### Gate families picked out

(4 px per µm)
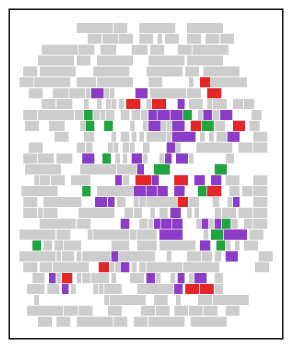
### Drive-strength map

(4 px per µm)
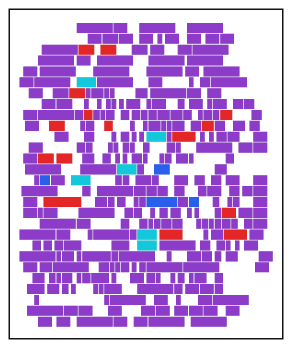
===== src/rtl/zero_slot_decoder_if.sv =====
// Request/status bundle between the slot allocator/retire logic and the
// zero-slot decoder that feeds the zero-priority encoder.
interface zero_slot_decoder_if #(
  parameter int WIDTH = 16,
  parameter int IDX_W = 5,
  parameter int CNT_W = 5
);
  logic             set_vld;
  logic [IDX_W-1:0] set_idx;
  logic             clr_vld;
  logic [IDX_W-1:0] clr_idx;
  logic             clr_all;
  logic             err_clr;
  logic [WIDTH-1:0] mask;
  logic [WIDTH-1:0] onehot;
  logic             onehot_vld;
  logic [CNT_W-1:0] count;
  logic             full;
  logic             empty;
  logic             err;

  modport master (
    output set_vld, set_idx, clr_vld, clr_idx, clr_all, err_clr,
    input  mask, onehot, onehot_vld, count, full, empty, err
  );

  modport slave (
    input  set_vld, set_idx, clr_vld, clr_idx, clr_all, err_clr,
    output mask, onehot, onehot_vld, count, full, empty, err
  );
endinterface


===== src/rtl/zero_slot_decoder.sv =====
// Occupancy mask keeper: turns slot indices into one-hot set/clear updates,
// tracks popcount/full/empty and a sticky protocol error.
module zero_slot_decoder #(
  parameter int WIDTH = 16,
  parameter int IDX_W = 5,
  parameter int CNT_W = 5
) (
  input  logic                 clk,
  input  logic                 rst,
  zero_slot_decoder_if.slave   bus
);

  // Out-of-range indices (including the encoder's "none" code) decode to zero.
  function automatic logic [WIDTH-1:0] decode(input logic [IDX_W-1:0] idx);
    logic [WIDTH-1:0] one_v;
    one_v = {{(WIDTH-1){1'b0}}, 1'b1};
    if (idx < IDX_W'(WIDTH)) begin
      decode = one_v << idx;
    end else begin
      decode = {WIDTH{1'b0}};
    end
  endfunction

  logic [WIDTH-1:0] mask_r;
  logic [WIDTH-1:0] onehot_r;
  logic             onehot_vld_r;
  logic [CNT_W-1:0] count_r;
  logic             full_r;
  logic             empty_r;
  logic             err_r;

  logic [WIDTH-1:0] clr_dec_s;
  logic [WIDTH-1:0] set_dec_s;
  logic [WIDTH-1:0] mask_after_clr_s;
  logic             clr_ok_s;
  logic             set_ok_s;
  logic             err_hit_s;
  logic [WIDTH-1:0] mask_nxt_s;
  logic [WIDTH-1:0] onehot_nxt_s;
  logic             onehot_vld_nxt_s;
  logic [CNT_W-1:0] count_nxt_s;
  logic             err_nxt_s;

  // Next-state: clear checked against current mask, set against post-clear mask.
  always_comb begin
    clr_dec_s        = decode(bus.clr_idx);
    set_dec_s        = decode(bus.set_idx);
    clr_ok_s         = bus.clr_vld && (|(mask_r & clr_dec_s));
    mask_after_clr_s = clr_ok_s ? (mask_r & ~clr_dec_s) : mask_r;
    set_ok_s         = bus.set_vld && (|set_dec_s) && !(|(mask_after_clr_s & set_dec_s));
    err_hit_s        = (bus.clr_vld && !clr_ok_s) || (bus.set_vld && !set_ok_s);
    mask_nxt_s       = mask_r;
    onehot_nxt_s     = onehot_r;
    onehot_vld_nxt_s = 1'b0;
    count_nxt_s      = count_r;
    if (bus.clr_all) begin
      mask_nxt_s  = {WIDTH{1'b0}};
      count_nxt_s = {CNT_W{1'b0}};
      err_hit_s   = 1'b0;
    end else begin
      mask_nxt_s  = set_ok_s ? (mask_after_clr_s | set_dec_s) : mask_after_clr_s;
      count_nxt_s = count_r - CNT_W'(clr_ok_s) + CNT_W'(set_ok_s);
      if (set_ok_s) begin
        onehot_nxt_s     = set_dec_s;
        onehot_vld_nxt_s = 1'b1;
      end else begin
        onehot_nxt_s     = onehot_r;
        onehot_vld_nxt_s = 1'b0;
      end
    end
    if (err_hit_s) begin
      err_nxt_s = 1'b1;
    end else if (bus.err_clr) begin
      err_nxt_s = 1'b0;
    end else begin
      err_nxt_s = err_r;
    end
  end

  // State and registered outputs.
  always_ff @(posedge clk or posedge rst) begin
    if (rst) begin
      mask_r       <= {WIDTH{1'b0}};
      onehot_r     <= {WIDTH{1'b0}};
      onehot_vld_r <= 1'b0;
      count_r      <= {CNT_W{1'b0}};
      full_r       <= 1'b0;
      empty_r      <= 1'b1;
      err_r        <= 1'b0;
    end else begin
      mask_r       <= mask_nxt_s;
      onehot_r     <= onehot_nxt_s;
      onehot_vld_r <= onehot_vld_nxt_s;
      count_r      <= count_nxt_s;
      full_r       <= (count_nxt_s == CNT_W'(WIDTH));
      empty_r      <= (count_nxt_s == {CNT_W{1'b0}});
      err_r        <= err_nxt_s;
    end
  end

  assign bus.mask       = mask_r;
  assign bus.onehot     = onehot_r;
  assign bus.onehot_vld = onehot_vld_r;
  assign bus.count      = count_r;
  assign bus.full       = full_r;
  assign bus.empty      = empty_r;
  assign bus.err        = err_r;

endmodule


===== src/flat_wrapper.sv =====
// flat-port wrapper written by rule: the top's interface ports become plain ports
module zero_slot_decoder_flat 
#(
  parameter int WIDTH = 16,
  parameter int IDX_W = 5,
  parameter int CNT_W = 5
)
  (clk, rst, bus_set_vld, bus_set_idx, bus_clr_vld, bus_clr_idx, bus_clr_all, bus_err_clr, bus_mask, bus_onehot, bus_onehot_vld, bus_count, bus_full, bus_empty, bus_err);
  zero_slot_decoder_if #(.WIDTH(WIDTH), .IDX_W(IDX_W), .CNT_W(CNT_W)) bus_i ();
  input  logic clk;
  input  logic rst;
  input wire logic [$bits(bus_i.set_vld)-1:0] bus_set_vld;
  input wire logic [$bits(bus_i.set_idx)-1:0] bus_set_idx;
  input wire logic [$bits(bus_i.clr_vld)-1:0] bus_clr_vld;
  input wire logic [$bits(bus_i.clr_idx)-1:0] bus_clr_idx;
  input wire logic [$bits(bus_i.clr_all)-1:0] bus_clr_all;
  input wire logic [$bits(bus_i.err_clr)-1:0] bus_err_clr;
  output wire logic [$bits(bus_i.mask)-1:0] bus_mask;
  output wire logic [$bits(bus_i.onehot)-1:0] bus_onehot;
  output wire logic [$bits(bus_i.onehot_vld)-1:0] bus_onehot_vld;
  output wire logic [$bits(bus_i.count)-1:0] bus_count;
  output wire logic [$bits(bus_i.full)-1:0] bus_full;
  output wire logic [$bits(bus_i.empty)-1:0] bus_empty;
  output wire logic [$bits(bus_i.err)-1:0] bus_err;
  assign bus_i.set_vld = bus_set_vld;
  assign bus_i.set_idx = bus_set_idx;
  assign bus_i.clr_vld = bus_clr_vld;
  assign bus_i.clr_idx = bus_clr_idx;
  assign bus_i.clr_all = bus_clr_all;
  assign bus_i.err_clr = bus_err_clr;
  assign bus_mask = bus_i.mask;
  assign bus_onehot = bus_i.onehot;
  assign bus_onehot_vld = bus_i.onehot_vld;
  assign bus_count = bus_i.count;
  assign bus_full = bus_i.full;
  assign bus_empty = bus_i.empty;
  assign bus_err = bus_i.err;
  zero_slot_decoder #(.WIDTH(WIDTH), .IDX_W(IDX_W), .CNT_W(CNT_W)) u_core (.clk(clk), .rst(rst), .bus(bus_i));
endmodule

===== config.mk =====
export PLATFORM = sky130hd
export DESIGN_NAME = zero_slot_decoder_flat
export DESIGN_NICKNAME = d
export VERILOG_FILES = /design/src/rtl/zero_slot_decoder_if.sv /design/src/rtl/zero_slot_decoder.sv /design/src/flat_wrapper.sv
export SDC_FILE = /design/constraint.sdc
export NUM_CORES = 1
export LEC_CHECK = 0
export CORE_AREA = 2 2 66 80
export DETAILED_ROUTE_END_ITERATION = 6
export DIE_AREA = 0 0 68 82
export PLACE_DENSITY = 0.83
export SKIP_CTS_REPAIR_TIMING = 1
export SLEW_MARGIN = 20
export SYNTH_ARGS = -nofsm -noshare
export SYNTH_HDL_FRONTEND = slang
export SYNTH_SLANG_ARGS = --single-unit
export TNS_END_PERCENT = 10

===== constraint.sdc =====
create_clock -name clk -period 8.2 [get_ports clk]
set_input_delay 1.64 -clock clk [delete_from_list [all_inputs] [get_ports clk]]
set_output_delay 1.64 -clock clk [all_outputs]
set_load 0.005 [all_outputs]

==> out/summary.txt <==
Layout area overhead: 26.86%
Complex Gates by Area: 0.1943
Flip-flops with a built-in enable: 0
Synth flops: 41
Dominant logic cell type in the layout: clkdlybuf4s50_1
FFs w/ async S/R, synth: 1.000
Worst setup margin: 2.489 ns
CTS clock-pin slew for the worst setup and hold paths: 0.08 ns
Hold crit path type: reg -> reg
Clock network power share: 0.291
Non-clock buffer count: 58
Distinct cells, synth: 57
Sw Ratio: 0.2651
CTS Buf Count: 5
Most numerous cell in the Yosys netlist: dfrtp_1
Largest area contributor in the synthesized netlist: dfrtp_1
Worst hold slack: 0.4996 ns
Main logic family: simple AND/OR/NAND/NOR gates
Syn nets: 284
CP Depth: 15
Worst hold start: u_core.bus.onehot[11]$_DFFE_PP0P_
Avg Cell Area, Syn: 9.585 µm²
Leak: 1.249 nW
CTS H-tree depth: 2
Vias in the first global route: 2220
CTS Sinks: 41
Overall Global Routing Usage: 0.2615
Final ANT Viol Nets: 0
Most frequent cells in the layout: 56 x clkdlybuf4s50_1, 40 x dfrtp_1, 27 x nor2_1
Slowest Stage Delay on Critical Path: 0.73 ns
Clock buf count: 8
Status: complete, no violations
Clock-cell share: 0.02828
Gate Area: 1354 µm²
DP Wirelength: 5059 µm
N_diodes: 0
Pre-Place Util: 0.5194
Die Y: 82 µm
Top cell category: logic gates
Hold EP: u_core.bus.onehot[11]$_DFFE_PP0P_
Flop share of the area: 0.3225
Drt drc: 0
Share of power burned in registers: 0.485
Tcrit/Tclk final: 0.6964
Wirelength per Cell: 17.80 µm
Setup violators final: 0
Final total power: 0.4622 mW
MaxCap Viol Count: 0
Commonest cells in the netlist: 40 x dfrtp_1, 27 x nor2_1, 20 x nand2_1
Synth warnings: 0
# fillers: 409
Peak supply drop: 0.0001382 V
Via density: 5.997
Rel. slew slack: 0.4416
Core Area: 4835 µm²
Post-synthesis sequential area ratio: 0.4091
Crit path from: bus_clr_idx[2]
WP data required: 8.42 ns
Yosys simple share: 0.2252
Clock network power: 0.134 mW
Ys flop type: dfrtp_1
GR Layer Usage met3: 0.04384
RSZ-0062 raised after global routing: false
Worst setup path end: u_core.bus.empty$_DFF_PP1_
Startpoint types: input port
Post-synthesis xor/xnor area fraction: 0.01395
Die Size: 5576 µm²
Via Count: 2267
First-pass GRT wire length: 10860 µm
Slowest library cell on the worst path: clkdlybuf4s50_1
Comb group: 0.103 mW
Final core occ: 0.6589
Flop count: 41
R2r endpoint: u_core.bus.empty$_DFF_PP1_
Met2 Wirelength: 3203 µm
Cells after DPL: 370
Dpl cell area: 3095 µm²
Area share, top type: 0.3986
Highest routed layer: met4
Fraction of layout cells with a size suffix above 1: 0.07862
Post-place setup slack: 2.227 ns
Final #Nets: 339
Comb area share: 0.4250
Post-Syn Instances: 262
Drt initial violations: 275
Worst Tran Pin Value: 0.8358 ns
Post-route design area: 3186 µm²
Maximum clock insertion buffer count: 2
Tapcells: 60
Worst reg2reg path startpoint: u_core.bus.mask[3]$_DFF_PP0_
Met1 usage: 0.3591
Most numerous cell on the critical path: inv_1
Switch Pwr: 0.1225 mW
Latency at later pin: 0.29 ns
Hold-critical path depth: 1
Top cells, area: dfrtp_1 40%, nor2_1 4.0%, nand2_1 3.0%
CTS tree: done
GRT Residual Overflow: 0
Final TNS setup: 0 ns
Root Driver: clkbuf_8
Cell count in the Yosys report: 262
Global routing's busiest layer: met2
Die width: 68 µm
Row cnt: 28
I/O pin cnt: 57
Mux share: 0.07275
Worst Path Max Fanout: 20
IO Port Bufs: 56
Comb pwr share: 0.224
Final hold violation count: 0
Metal3 WL: 469 µm
Fin crit period: 5.711 ns
Post-Syn Area: 2511 µm²
Met1 WL: 2894 µm
Register Area: 1027 µm²
DR pass1 iterations: 5
Top pwr grp: sequential cells
Final GP Congestion: 0.9492
Pin count of the biggest net entering global routing: 42
MI comb cells: 194
Signal buf overhead: 0.1807
Worst Path Buf+Inv: 3
Tool warnings: 26
Slew Limit Fails: 0
Fmax: 0.1751 GHz
Critical Path AT: 5.93 ns
CP Capture Type: register
M2 GR Usage: 0.4097
Critical-path cell list: clkdlybuf4s50_1 -> or3b_1 -> o32ai_2 -> nor3_2 -> a21o_1 -> a2111o_1 -> or4_4 -> inv_1 -> ha_1 -> inv_1 -> fa_1 -> xor2_1 -> nor2_1 -> nor4_1 -> nor2b_1
Fin cells: 378
Largest delay contributor family on the critical path: simple AND/OR/NAND/NOR gates
Final Routed Wirelength: 6730 µm
P per Cell Area: 145.1 nW/µm²
Adder share: 0.03288
-- 'Gate families picked out' (at the start) --
Green shows and/or cells, cells 14. Purple shows aoi and oai cells, cells 48. Red shows non-inverting ao/oa cells, cells 14.

-- 'Drive-strength map' (at the start) --
Purple shows _0 and _1 cells, cells 293. Cyan shows _6 and larger, cells 6. Blue shows _3 and _4 cells, cells 4. Red shows _2 cells, cells 15.

No activity file was given, so power comes from the tool's default toggle rates.
